`config.mk`:
```
export PLATFORM = sky130hd
export DESIGN_NAME = mfp_ahb_led_sequencer_flat
export DESIGN_NICKNAME = d
export VERILOG_FILES = /design/src/rtl/mfp_ahb_led_sequencer_pkg.sv /design/src/rtl/mfp_ahb_led_sequencer_if.sv /design/src/rtl/mfp_ahb_led_sequencer_tick.sv /design/src/rtl/mfp_ahb_led_sequencer.sv /design/src/flat_wrapper.sv
export SDC_FILE = /design/constraint.sdc
export NUM_CORES = 1
export LEC_CHECK = 0
export CAP_MARGIN = 25
export CORE_UTILIZATION = 44
export CTS_BUF_LIST = sky130_fd_sc_hd__clkbuf_4
export CTS_CLUSTER_SIZE = 20
export DETAILED_ROUTE_END_ITERATION = 7
export PLACE_DENSITY_LB_ADDON = 0.15
export SYNTH_ARGS = -nofsm -noshare
export SYNTH_HDL_FRONTEND = slang
export SYNTH_HIERARCHICAL = 1
export SYNTH_SLANG_ARGS = --single-unit
export TNS_END_PERCENT = 50
```
`constraint.sdc`:
```
create_clock -name HCLK -period 4 [get_ports HCLK]
set_input_delay 1.2 -clock HCLK [delete_from_list [all_inputs] [get_ports HCLK]]
set_output_delay 1.2 -clock HCLK [all_outputs]
set_load 0.02 [all_outputs]
```
`src/rtl/mfp_ahb_led_sequencer_pkg.sv`:
```
// Shared constants, register indices and state encoding for the AHB LED sequencer.
package mfp_ahb_led_sequencer_pkg;

  typedef enum logic [1:0] {
    S_IDLE = 2'd0,
    S_RUN  = 2'd1,
    S_DONE = 2'd2
  } seq_state_t;

  localparam logic [3:0] H_LSEQ_CTRL   = 4'd0;
  localparam logic [3:0] H_LSEQ_PERIOD = 4'd1;
  localparam logic [3:0] H_LSEQ_LENGTH = 4'd2;
  localparam logic [3:0] H_LSEQ_MANUAL = 4'd3;
  localparam logic [3:0] H_LSEQ_STATUS = 4'd4;
  localparam logic [3:0] H_LSEQ_PAT0   = 4'd8;

  localparam logic [1:0] HTRANS_IDLE = 2'b00;

  function automatic logic [31:0] status_word(input seq_state_t s, input logic [2:0] idx);
    return {25'd0, idx, 2'b00, s};
  endfunction

endpackage

```
`src/rtl/mfp_ahb_led_sequencer_if.sv`:
```
// AHB-Lite slave-side bus bundle for the LED sequencer.
interface mfp_ahb_led_sequencer_if;
  logic [3:0]  HADDR;
  logic [1:0]  HTRANS;
  logic [31:0] HWDATA;
  logic        HWRITE;
  logic        HSEL;
  logic [31:0] HRDATA;

  modport master (output HADDR, HTRANS, HWDATA, HWRITE, HSEL, input HRDATA);
  modport slave  (input HADDR, HTRANS, HWDATA, HWRITE, HSEL, output HRDATA);
endinterface

```
`src/rtl/mfp_ahb_led_sequencer_tick.sv`:
```
// Step prescaler: loads max(period,1)-1, counts down while enabled, flags tick at zero.
module mfp_led_seq_tick #(
  parameter int PRE_W = 24
) (
  input  logic             clk,
  input  logic             resetn,
  input  logic             load,
  input  logic             en,
  input  logic [PRE_W-1:0] period,
  output logic             tick
);

  logic [PRE_W-1:0] cnt;

  always_ff @(posedge clk or negedge resetn) begin
    if (!resetn) begin
      cnt <= '0;
    end else if (load) begin
      cnt <= (period == '0) ? '0 : period - PRE_W'(1);
    end else if (en && cnt != '0) begin
      cnt <= cnt - PRE_W'(1);
    end
  end

  assign tick = (cnt == '0);

endmodule

```
`src/rtl/mfp_ahb_led_sequencer.sv`:
```
// AHB-Lite LED owner: shows a CPU-written value or steps through a pattern table.
module mfp_ahb_led_sequencer
  import mfp_ahb_led_sequencer_pkg::*;
#(
  parameter int N_LED = 16,
  parameter int N_PAT = 8,
  parameter int PRE_W = 24
) (
  input  logic                 HCLK,
  input  logic                 HRESETn,
  mfp_ahb_led_sequencer_if.slave bus,
  output logic [N_LED-1:0]     IO_LED,
  output logic                 SEQ_DONE
);

  localparam int PAT_AW = $clog2(N_PAT);
  localparam logic [3:0] N_PAT4 = 4'(N_PAT);

  logic [3:0]       addr_d;
  logic [1:0]       trans_d;
  logic             write_d, sel_d;
  logic             we, ctrl_wr, rd_en;
  logic             ctrl_en, ctrl_oneshot;
  logic [PRE_W-1:0] period;
  logic [2:0]       length;
  logic [N_LED-1:0] manual;
  logic [N_LED-1:0] pattern [N_PAT];
  seq_state_t       state;
  logic [2:0]       idx;
  logic             tick, tick_load, tick_en, step_end;
  logic [31:0]      rdata_next;
  logic             unused_hwdata;

  assign unused_hwdata = ^bus.HWDATA;

  // Address phase is held one cycle so it lines up with HWDATA.
  always_ff @(posedge HCLK or negedge HRESETn) begin
    if (!HRESETn) begin
      addr_d  <= '0;
      trans_d <= HTRANS_IDLE;
      write_d <= 1'b0;
      sel_d   <= 1'b0;
    end else begin
      addr_d  <= bus.HADDR;
      trans_d <= bus.HTRANS;
      write_d <= bus.HWRITE;
      sel_d   <= bus.HSEL;
    end
  end

  assign we      = sel_d & write_d & (trans_d != HTRANS_IDLE);
  assign ctrl_wr = we & (addr_d == H_LSEQ_CTRL);
  assign rd_en   = bus.HSEL & ~bus.HWRITE & (bus.HTRANS != HTRANS_IDLE);

  always_ff @(posedge HCLK or negedge HRESETn) begin
    if (!HRESETn) begin
      ctrl_en      <= 1'b0;
      ctrl_oneshot <= 1'b0;
      period       <= '0;
      length       <= '0;
      manual       <= '0;
      for (int i = 0; i < N_PAT; i++) pattern[i] <= '0;
    end else if (we) begin
      case (addr_d)
        H_LSEQ_CTRL:   {ctrl_oneshot, ctrl_en} <= bus.HWDATA[1:0];
        H_LSEQ_PERIOD: period <= bus.HWDATA[PRE_W-1:0];
        H_LSEQ_LENGTH: length <= bus.HWDATA[2:0];
        H_LSEQ_MANUAL: manual <= bus.HWDATA[N_LED-1:0];
        default: begin
          if (addr_d[3] && ({1'b0, addr_d[2:0]} < N_PAT4))
            pattern[addr_d[PAT_AW-1:0]] <= bus.HWDATA[N_LED-1:0];
        end
      endcase
    end
  end

  always_comb begin
    rdata_next = '0;
    case (bus.HADDR)
      H_LSEQ_CTRL:   rdata_next = {30'd0, ctrl_oneshot, ctrl_en};
      H_LSEQ_PERIOD: rdata_next = 32'(period);
      H_LSEQ_LENGTH: rdata_next = {29'd0, length};
      H_LSEQ_MANUAL: rdata_next = 32'(manual);
      H_LSEQ_STATUS: rdata_next = status_word(state, idx);
      default: begin
        if (bus.HADDR[3] && ({1'b0, bus.HADDR[2:0]} < N_PAT4))
          rdata_next = 32'(pattern[bus.HADDR[PAT_AW-1:0]]);
      end
    endcase
  end

  always_ff @(posedge HCLK or negedge HRESETn) begin
    if (!HRESETn) bus.HRDATA <= '0;
    else if (rd_en) bus.HRDATA <= rdata_next;
  end

  assign step_end  = (idx >= length);
  assign tick_en   = (state == S_RUN);
  // The prescaler reloads on start/restart and on every step that does not finish a one-shot.
  assign tick_load = (ctrl_wr & bus.HWDATA[0]) |
                     (tick_en & tick & ~(step_end & ctrl_oneshot));

  mfp_led_seq_tick #(.PRE_W(PRE_W)) u_tick (
    .clk    (HCLK),
    .resetn (HRESETn),
    .load   (tick_load),
    .en     (tick_en),
    .period (period),
    .tick   (tick)
  );

  always_ff @(posedge HCLK or negedge HRESETn) begin
    if (!HRESETn) begin
      state    <= S_IDLE;
      idx      <= '0;
      SEQ_DONE <= 1'b0;
    end else if (ctrl_wr) begin
      state    <= bus.HWDATA[0] ? S_RUN : S_IDLE;
      idx      <= '0;
      SEQ_DONE <= 1'b0;
    end else begin
      case (state)
        S_RUN: begin
          if (tick) begin
            if (!step_end) begin
              idx <= idx + 3'd1;
            end else if (!ctrl_oneshot) begin
              idx <= '0;
            end else begin
              state    <= S_DONE;
              SEQ_DONE <= 1'b1;
            end
          end
        end
        default: ;
      endcase
    end
  end

  always_ff @(posedge HCLK or negedge HRESETn) begin
    if (!HRESETn) IO_LED <= '0;
    else IO_LED <= (state == S_IDLE) ? manual : pattern[idx[PAT_AW-1:0]];
  end

endmodule

```
`src/flat_wrapper.sv`:
```
// flat-port wrapper written by rule: the top's interface ports become plain ports
module mfp_ahb_led_sequencer_flat import mfp_ahb_led_sequencer_pkg::*;
#(
  parameter int N_LED = 16,
  parameter int N_PAT = 8,
  parameter int PRE_W = 24
)
  (HCLK, HRESETn, IO_LED, SEQ_DONE, bus_HADDR, bus_HTRANS, bus_HWDATA, bus_HWRITE, bus_HSEL, bus_HRDATA);
  mfp_ahb_led_sequencer_if bus_i ();
  input  logic HCLK;
  input  logic HRESETn;
  output logic [N_LED-1:0] IO_LED;
  output logic SEQ_DONE;
  input wire logic [$bits(bus_i.HADDR)-1:0] bus_HADDR;
  input wire logic [$bits(bus_i.HTRANS)-1:0] bus_HTRANS;
  input wire logic [$bits(bus_i.HWDATA)-1:0] bus_HWDATA;
  input wire logic [$bits(bus_i.HWRITE)-1:0] bus_HWRITE;
  input wire logic [$bits(bus_i.HSEL)-1:0] bus_HSEL;
  output wire logic [$bits(bus_i.HRDATA)-1:0] bus_HRDATA;
  assign bus_i.HADDR = bus_HADDR;
  assign bus_i.HTRANS = bus_HTRANS;
  assign bus_i.HWDATA = bus_HWDATA;
  assign bus_i.HWRITE = bus_HWRITE;
  assign bus_i.HSEL = bus_HSEL;
  assign bus_HRDATA = bus_i.HRDATA;
  mfp_ahb_led_sequencer #(.N_LED(N_LED), .N_PAT(N_PAT), .PRE_W(PRE_W)) u_core (.HCLK(HCLK), .HRESETn(HRESETn), .bus(bus_i), .IO_LED(IO_LED), .SEQ_DONE(SEQ_DONE));
endmodule
```
==> results.yml, run 1 <==
# physical design summary
clock_tree:
  insertion_delay_ns: 0.69
  cts_resized: 0
  cts_setup_buffers: 0
  cts_tree: "built"
  clockRootBuffer: "clkbuf_4"
  clk_path_buf_depth: 3
  hold_buffers: 0
  cts-buffers-inserted: 70
  htreeDepth: 3
finish:
  largest_register_ff_count: 128
  n_all_inverters: 14
  layout_top_cells: "dfrtp_1 (249), mux2_2 (171), clkbuf_4 (108), clkdlybuf4s50_1 (71), mux4_2 (58)"
  top_register: "u_core/pattern"
  layout-drive-gt1-share: 0.364
  clkbuf_count: 108
  comb_area_um2: 6110
  nNetsFinal: 1141
  clkCellAreaFrac: 0.0613
  diodes: 1
  area_share_nonclk_buffers: 0.0743
  fillers: 2506
  regArea_um2: 6260
  logic_gates: 644
  ff_count: 250
  biggestCellCategory: "registers"
placement:
  placed_area_um2: 14000
  dp_hpwl_um: 21500
  portBuffers: 74
  place.gp.congestion: 0.841
  pre_cts_ws_ns: 0.528
final_timing:
  finalHoldViolations: 0
  hold_slack_ns: 0.489
  finalClockSkew_ns: 0.0483
  worstMarginPinSlew_ns: 0.945
  timing.fmax_mhz: 314
  slew_headroom: 0.368
  finalSetupViolCount: 0
  rsz0062_at_grt: "no"
  fin_tns_setup_ns: 0
  slew_violations: 0
  timing.final.crit_share: 0.796
  fin_crit_ns: 3.19
critical_path:
  worstPathCellList: "or4_4, or4_4, nor3_1, nand3b_1, a21o_1, nand2_1, buf_4, nand2b_1, buf_4, o22ai_2, o31a_1"
  rr_startpoint: "u_core/u_tick/cnt[16]"
  ff2ff_setup_slack_ns: 0.81
  ff2ff_path_depth: 11
  crit_type: "flop to flop"
  path_buffers: 2
  crit_start: "u_core/u_tick/cnt[16]"
  crit_path_top_delay_cell: "or4_4"
  crit_path_end: "u_core/u_tick/cnt[19]"
  crit_required_ns: 4.59
  worstSetupStartpointType: "flop"
  crit_cells: 11
  crit_arrival_ns: 3.78
  path_max_fanout: 12
  cpLargestDelayFamily: "simple AND/OR/NAND/NOR gates"
  rr_endpoint: "u_core/u_tick/cnt[19]"
  max_stage_delay_ns: 0.58
  cp-end-kind: "flop"
pwr:
  p_leak_nw: 6.19
  pwr-share-seq: 0.459
  maxPowerGroup: "registers"
  power_mw: 7.34
  power.density_nw_per_um2: 492
  p_int_mw: 5.18
  p_sw_frac: 0.294
  combinationalPowerShare: 0.211
  p_clk_mw: 2.42
  p_sw_mw: 2.16
  p_comb_mw: 1.55
  powerSeq_mw: 3.37
  vdd_ir_drop_max_uv: 185
  power_frac_clock: 0.330
drt:
  highest_layer: "met4"
  drc: 0
  wl_met2_um: 15600
  wl_met1_um: 15600
  drtIter0Drc: 526
  firstDrtPassIters: 4
  avgViaCountPerCell: 5.67
  wl_per_cell_um: 22.1
  ant_nets: 0
  wl_met3_um: 1800
global_routing:
  grt_start_max_net_pins: 80
  use_met1: 0.333
  grt_pass1_wl_um: 53500
  busiest_layer: "met2"
  use_met3: 0.0466
  grt_pass1_vias: 9048
  grtUsageTotal: 0.236
  overflow: 0
  antenna_found_initial: 1
logic_synthesis:
  synth-area-yosys_um2: 12800
  avgSynthCellArea_um2: 13.0
  yosysCellCount: 984
  ys_ff: 250
  synth_cell_types: 67
  async_reset_ff_frac: 1.00
  flop_cell: "dfrtp_1"
  fa_ha_area_frac: 0.00782
  topCellsByArea: "dfrtp_1 (49%), mux2_2 (15%), mux4_2 (10%), mux2i_1 (2.9%), nand2_1 (1.6%)"
  ys_sh_mux: 0.293
  synth-compound-area-share: 0.0687
  top_cell: "dfrtp_1"
  ys_sh_xor: 0.0219
  common_cells: "dfrtp_1 (250), mux2_2 (171), mux4_2 (58), nand2_1 (55), nor2_1 (39)"
  yosysWarnings: 6
  yosys.area.top_type: "dfrtp_1"
  yosysSeqAreaShare: 0.489
  syn-cell-area_um2: 12800
  synthCells: 984
  synthSimpleGateAreaFrac: 0.0817
die:
  initCoreUtil: 0.447
  fp.dieW_um: 173
  rows: 62
  die_h_um: 173
  n_tap_cell: 384
  dieArea_um2: 29800
  ioPinCount: 91
run_status:
  status: "completed"
worst_hold_path:
  hold_path_class: "flop to flop"
flow_run:
  drv_cap: 0
-- run 1: cell families after synthesis --
| logic type | after synthesis |
|---|---|
| mux | 276 |
| other cells | 1 |
| xor+xnor | 32 |
| compound gates | 124 |
| fa+ha+maj | 8 |
| buf+inv | 97 |
| simple gates | 196 |
| flops | 250 |
-- run 1: worst min path at each step --
stage	startpoint	end	slack, ns	cells after the start
after floorplan	u_core/pattern[67]	u_core/pattern[67]	0.49	1
after global placement	u_core/bus.HRDATA[5]	u_core/bus.HRDATA[5]	0.48	2
after detailed placement	u_core/bus.HRDATA[1]	u_core/bus.HRDATA[1]	0.48	2
after CTS	HRESETn	u_core/bus.HRDATA[19]	0.49	1
after global routing	u_core/bus.HRDATA[0]	u_core/bus.HRDATA[0]	0.52	2
final	u_core/bus.HRDATA[1]	u_core/bus.HRDATA[1]	0.49	2
Fig. 1: run 1, M2 wires
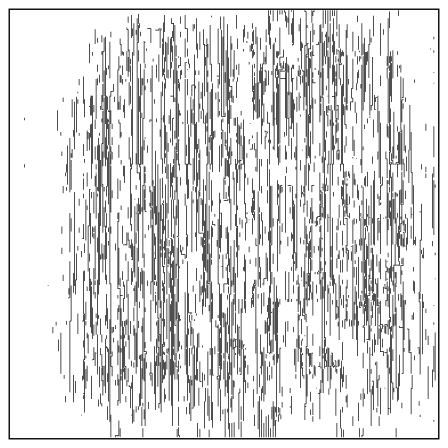
The wires run mostly vertical. The layer carries 15600 um of wire. The longest straight run is 75.8 um. 975 nets have wire on it.
DR vias: 8638
Post-Route WL: 33600 um
met2 Track Usage GR: 0.366

Fig. 2: run 1, gate families picked out
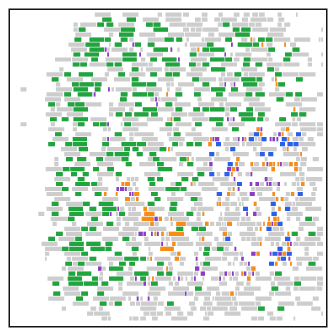
Blue is XOR/XNOR gates, cells 32, most used xnor2_1, where east. Green is multiplexers, cells 276, most used mux2_2. Purple is NAND gates, cells 82, most used nand2_1. Orange is NOR gates, cells 95, most used nor2_1.
Final Non-Filler Cells: 1524
Commonest Layout Cell: dfrtp_1
logic share of the area: 0.409

Fig. 3: run 1, drive-strength map
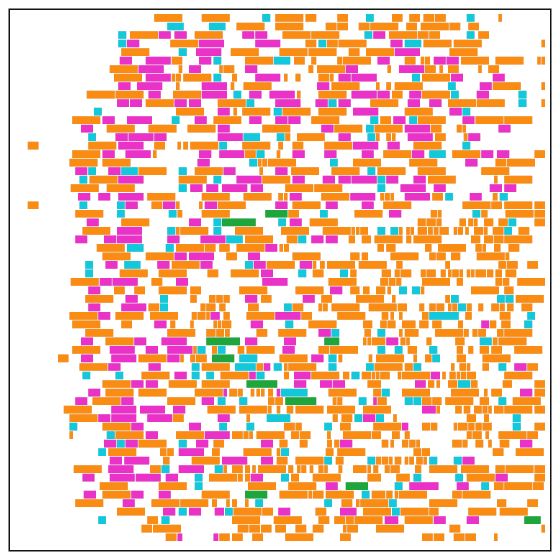
Magenta is drive 2, cells 248, share 22%. Green is drive 6 and up, cells 10, share 0.88%. Orange is drive 1 or less, cells 724, share 64%. Cyan is drive 3 to 4, cells 157, share 14%.
post-route cell area: 14900 um2
bufs w/o clock: 111
Final WS setup: 0.814 ns

Fig. 4: run 1, placed cells, one color a class
Scale bar: 50 um. Fill, decap, tap and diode cells in gray.
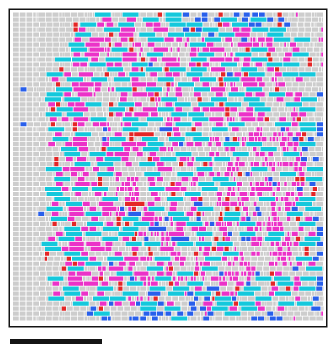
Blue is other buffers and delay cells, cells 111, share of their area 7.7%. Red is clock drivers and dummy loads, cells 120, share of their area 6.3%. Magenta is all other logic, cells 658, share of their area 43%. Cyan is flip-flops, cells 250, share of their area 43%.
Core Area: 28600 um2
Seq area share: 0.419
final core occ: 0.522

==> run 1 -> run 2 <==
==> constraint.sdc (replaced) <==
create_clock -name HCLK -period 2.6 [get_ports HCLK]
set_input_delay 0.78 -clock HCLK [delete_from_list [all_inputs] [get_ports HCLK]]
set_output_delay 0.78 -clock HCLK [all_outputs]
set_load 0.02 [all_outputs]
==> run 2 against run 1 <==
The run now ends with setup timing left. Combinational power up 66%. Largest cell class unchanged. Worst hold slack lost 0.41 ns. Wire length up 3.5%. Power rose by 54%. Synthesized area stayed put. Critical path depth decreased by 1.
==> results.yml, run 2 <==
# physical design summary
run_status:
  status: "complete, but fails checks"
  violations: "setup timing"
finish:
  area_share_nonclk_buffers: 0.108
  nNetsFinal: 1206
  n_all_inverters: 14
  sh_seq_area: 0.403
  clkbuf_count: 103
  nonClockBufferCount: 173
  areaGrowthSynthToFinish_pct: 21.4
  top_register: "u_core/pattern"
  largest_register_ff_count: 128
  final_common_cell: "dfrtp_1"
  fillers: 2466
  comb_area_um2: 6200
  layout-drive-gt1-share: 0.404
  logic_gates: 645
  diodes: 1
  regArea_um2: 6260
  layout_top_cells: "dfrtp_1 (249), mux2_2 (171), clkbuf_4 (103), buf_4 (79), clkdlybuf4s50_1 (70)"
  ff_count: 250
  biggestCellCategory: "registers"
  clkCellAreaFrac: 0.0556
critical_path:
  crit_cells: 10
  cp-end-kind: "flop"
  crit_start: "u_core/u_tick/cnt[18]"
  crit_type: "flop to flop"
  path_max_fanout: 8
  crit_path_end: "u_core/u_tick/cnt[12]"
  rr_endpoint: "u_core/u_tick/cnt[12]"
  crit_path_top_delay_cell: "or4_4"
  cpLargestDelayFamily: "simple AND/OR/NAND/NOR gates"
  cpMostUsedCell: "or4_4"
  max_stage_delay_ns: 0.55
  path_buffers: 2
  crit_arrival_ns: 3.16
  rr_startpoint: "u_core/u_tick/cnt[18]"
  worstPathCellList: "or4_4, or4_4, nor3_4, nand3b_1, a21o_1, nand2_2, buf_12, buf_6, nor4_2, a311o_1"
  ff2ff_setup_slack_ns: -0.05
  ff2ff_path_depth: 10
  crit_required_ns: 3.11
  worstSetupStartpointType: "flop"
final_timing:
  timing.fmax_mhz: 378
  rsz0062_at_grt: "yes"
  finalClockSkew_ns: 0.0483
  worstMarginPinSlew_ns: 0.777
  finalHoldViolations: 0
  timing.final.crit_share: 1.02
  fin_crit_ns: 2.65
  finalSetupViolCount: 2
  slew_headroom: 0.482
  slew_violations: 0
  setup_slack_ns: -0.0459
logic_synthesis:
  syn-cell-area_um2: 12800
  synth-area-yosys_um2: 12800
  async_reset_ff_frac: 1.00
  topCellsByArea: "dfrtp_1 (49%), mux2_2 (15%), mux4_2 (10%), mux2i_1 (2.9%), nand2_1 (1.6%)"
  synth_cell_types: 67
  yosysSeqAreaShare: 0.489
  top_cell_area_share: 0.489
  yosysCellCount: 984
  common_cells: "dfrtp_1 (250), mux2_2 (171), mux4_2 (58), nand2_1 (55), nor2_1 (39)"
  yosys.area.top_type: "dfrtp_1"
  flop_cell: "dfrtp_1"
  edf_count: 0
  top_cell: "dfrtp_1"
  avgSynthCellArea_um2: 13.0
  synthCells: 984
  ys_ff: 250
  yosysWarnings: 6
pwr:
  p_clk_mw: 3.55
  power_frac_clock: 0.315
  pwr-share-seq: 0.458
  p_sw_mw: 3.38
  p_comb_mw: 2.57
  p_leak_nw: 6.55
  p_sw_frac: 0.300
  powerSeq_mw: 5.17
  power.density_nw_per_um2: 726
  p_int_mw: 7.91
  vdd_ir_drop_max_uv: 308
  combinationalPowerShare: 0.227
  maxPowerGroup: "registers"
drt:
  avgViaCountPerCell: 5.70
  ant_nets: 0
  vias: 9035
  wl_met2_um: 17200
  wl_per_cell_um: 21.9
  firstDrtPassIters: 5
  wl_um: 34800
  highest_layer: "met4"
  wl_met3_um: 1900
  drc: 0
  wl_met1_um: 15200
  drtIter0Drc: 640
clock_tree:
  cts_resized: 8
  clk_path_buf_depth: 3
  hold_buffers: 0
  cts_setup_buffers: 0
  cts_tree: "built"
  htreeDepth: 3
  insertion_delay_ns: 0.67
  clk_pin_slew_ns: 0.06
  clockRootBuffer: "clkbuf_4"
  cts.sinks: 250
  cts-buffers-inserted: 72
die:
  initCoreUtil: 0.447
  n_tap_cell: 384
  die_h_um: 173
  core_region_area_um2: 28600
  fp.dieW_um: 173
  ioPinCount: 91
  rows: 62
  dieArea_um2: 29800
flow_run:
  drv_cap: 0
  warning_count: 39
global_routing:
  use_met3: 0.0451
  grt_pass1_vias: 9412
  use_met1: 0.322
  busiest_layer: "met2"
  grt_pass1_wl_um: 54700
  antenna_found_initial: 2
  use_met2: 0.395
  grt_start_max_net_pins: 67
  overflow: 0
  grtUsageTotal: 0.240
placement:
  dp_hpwl_um: 23200
  place.gp.congestion: 0.871
  portBuffers: 74
  placed_cells: 1462
  pre_cts_ws_ns: -0.0926
worst_hold_path:
  hold_path_class: "input port to asynchronous set/reset pin"
-- run 2: stage by stage --
step                TNS (ns)   util  area (um2)  hold slack [ns]  power [mW]
floorplan              -2.10      -       12900            0.484        6.72
global placement      -0.204  0.508       14500            0.476        7.69
detailed placement    -0.413  0.508       14500            0.478        7.75
CTS                  -0.0527  0.539       15400           0.0353        11.4
global route          -0.788  0.543       15500           0.0658        11.9
finish               -0.0702  0.543       15500           0.0821        11.3
-- run 2: cells by family after synthesis --
| family | count (synthesis) | synth area share |
|---|---|---|
| xor+xnor | 32 | 0.0219 |
| compound gates | 124 | 0.0687 |
| buf+inv | 97 | 0.0375 |
| mux | 276 | 0.293 |
| flops | 250 | 0.489 |
| other cells | 1 | 0.000293 |
| fa+ha+maj | 8 | 0.00782 |
| simple gates | 196 | 0.0817 |
Fig. 5: run 2, gate families picked out
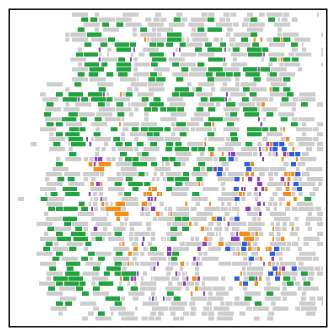
Purple is NAND gates, cells 83, most used nand2_1. Orange is NOR gates, cells 95, most used nor2_1. Blue is XOR/XNOR gates, cells 32, most used xnor2_1. Green is multiplexers, cells 276, most used mux2_2.
Final Non-Filler Cells: 1586
logic share of the area: 0.399

No activity file was given, so power comes from the tool's default toggle rates.
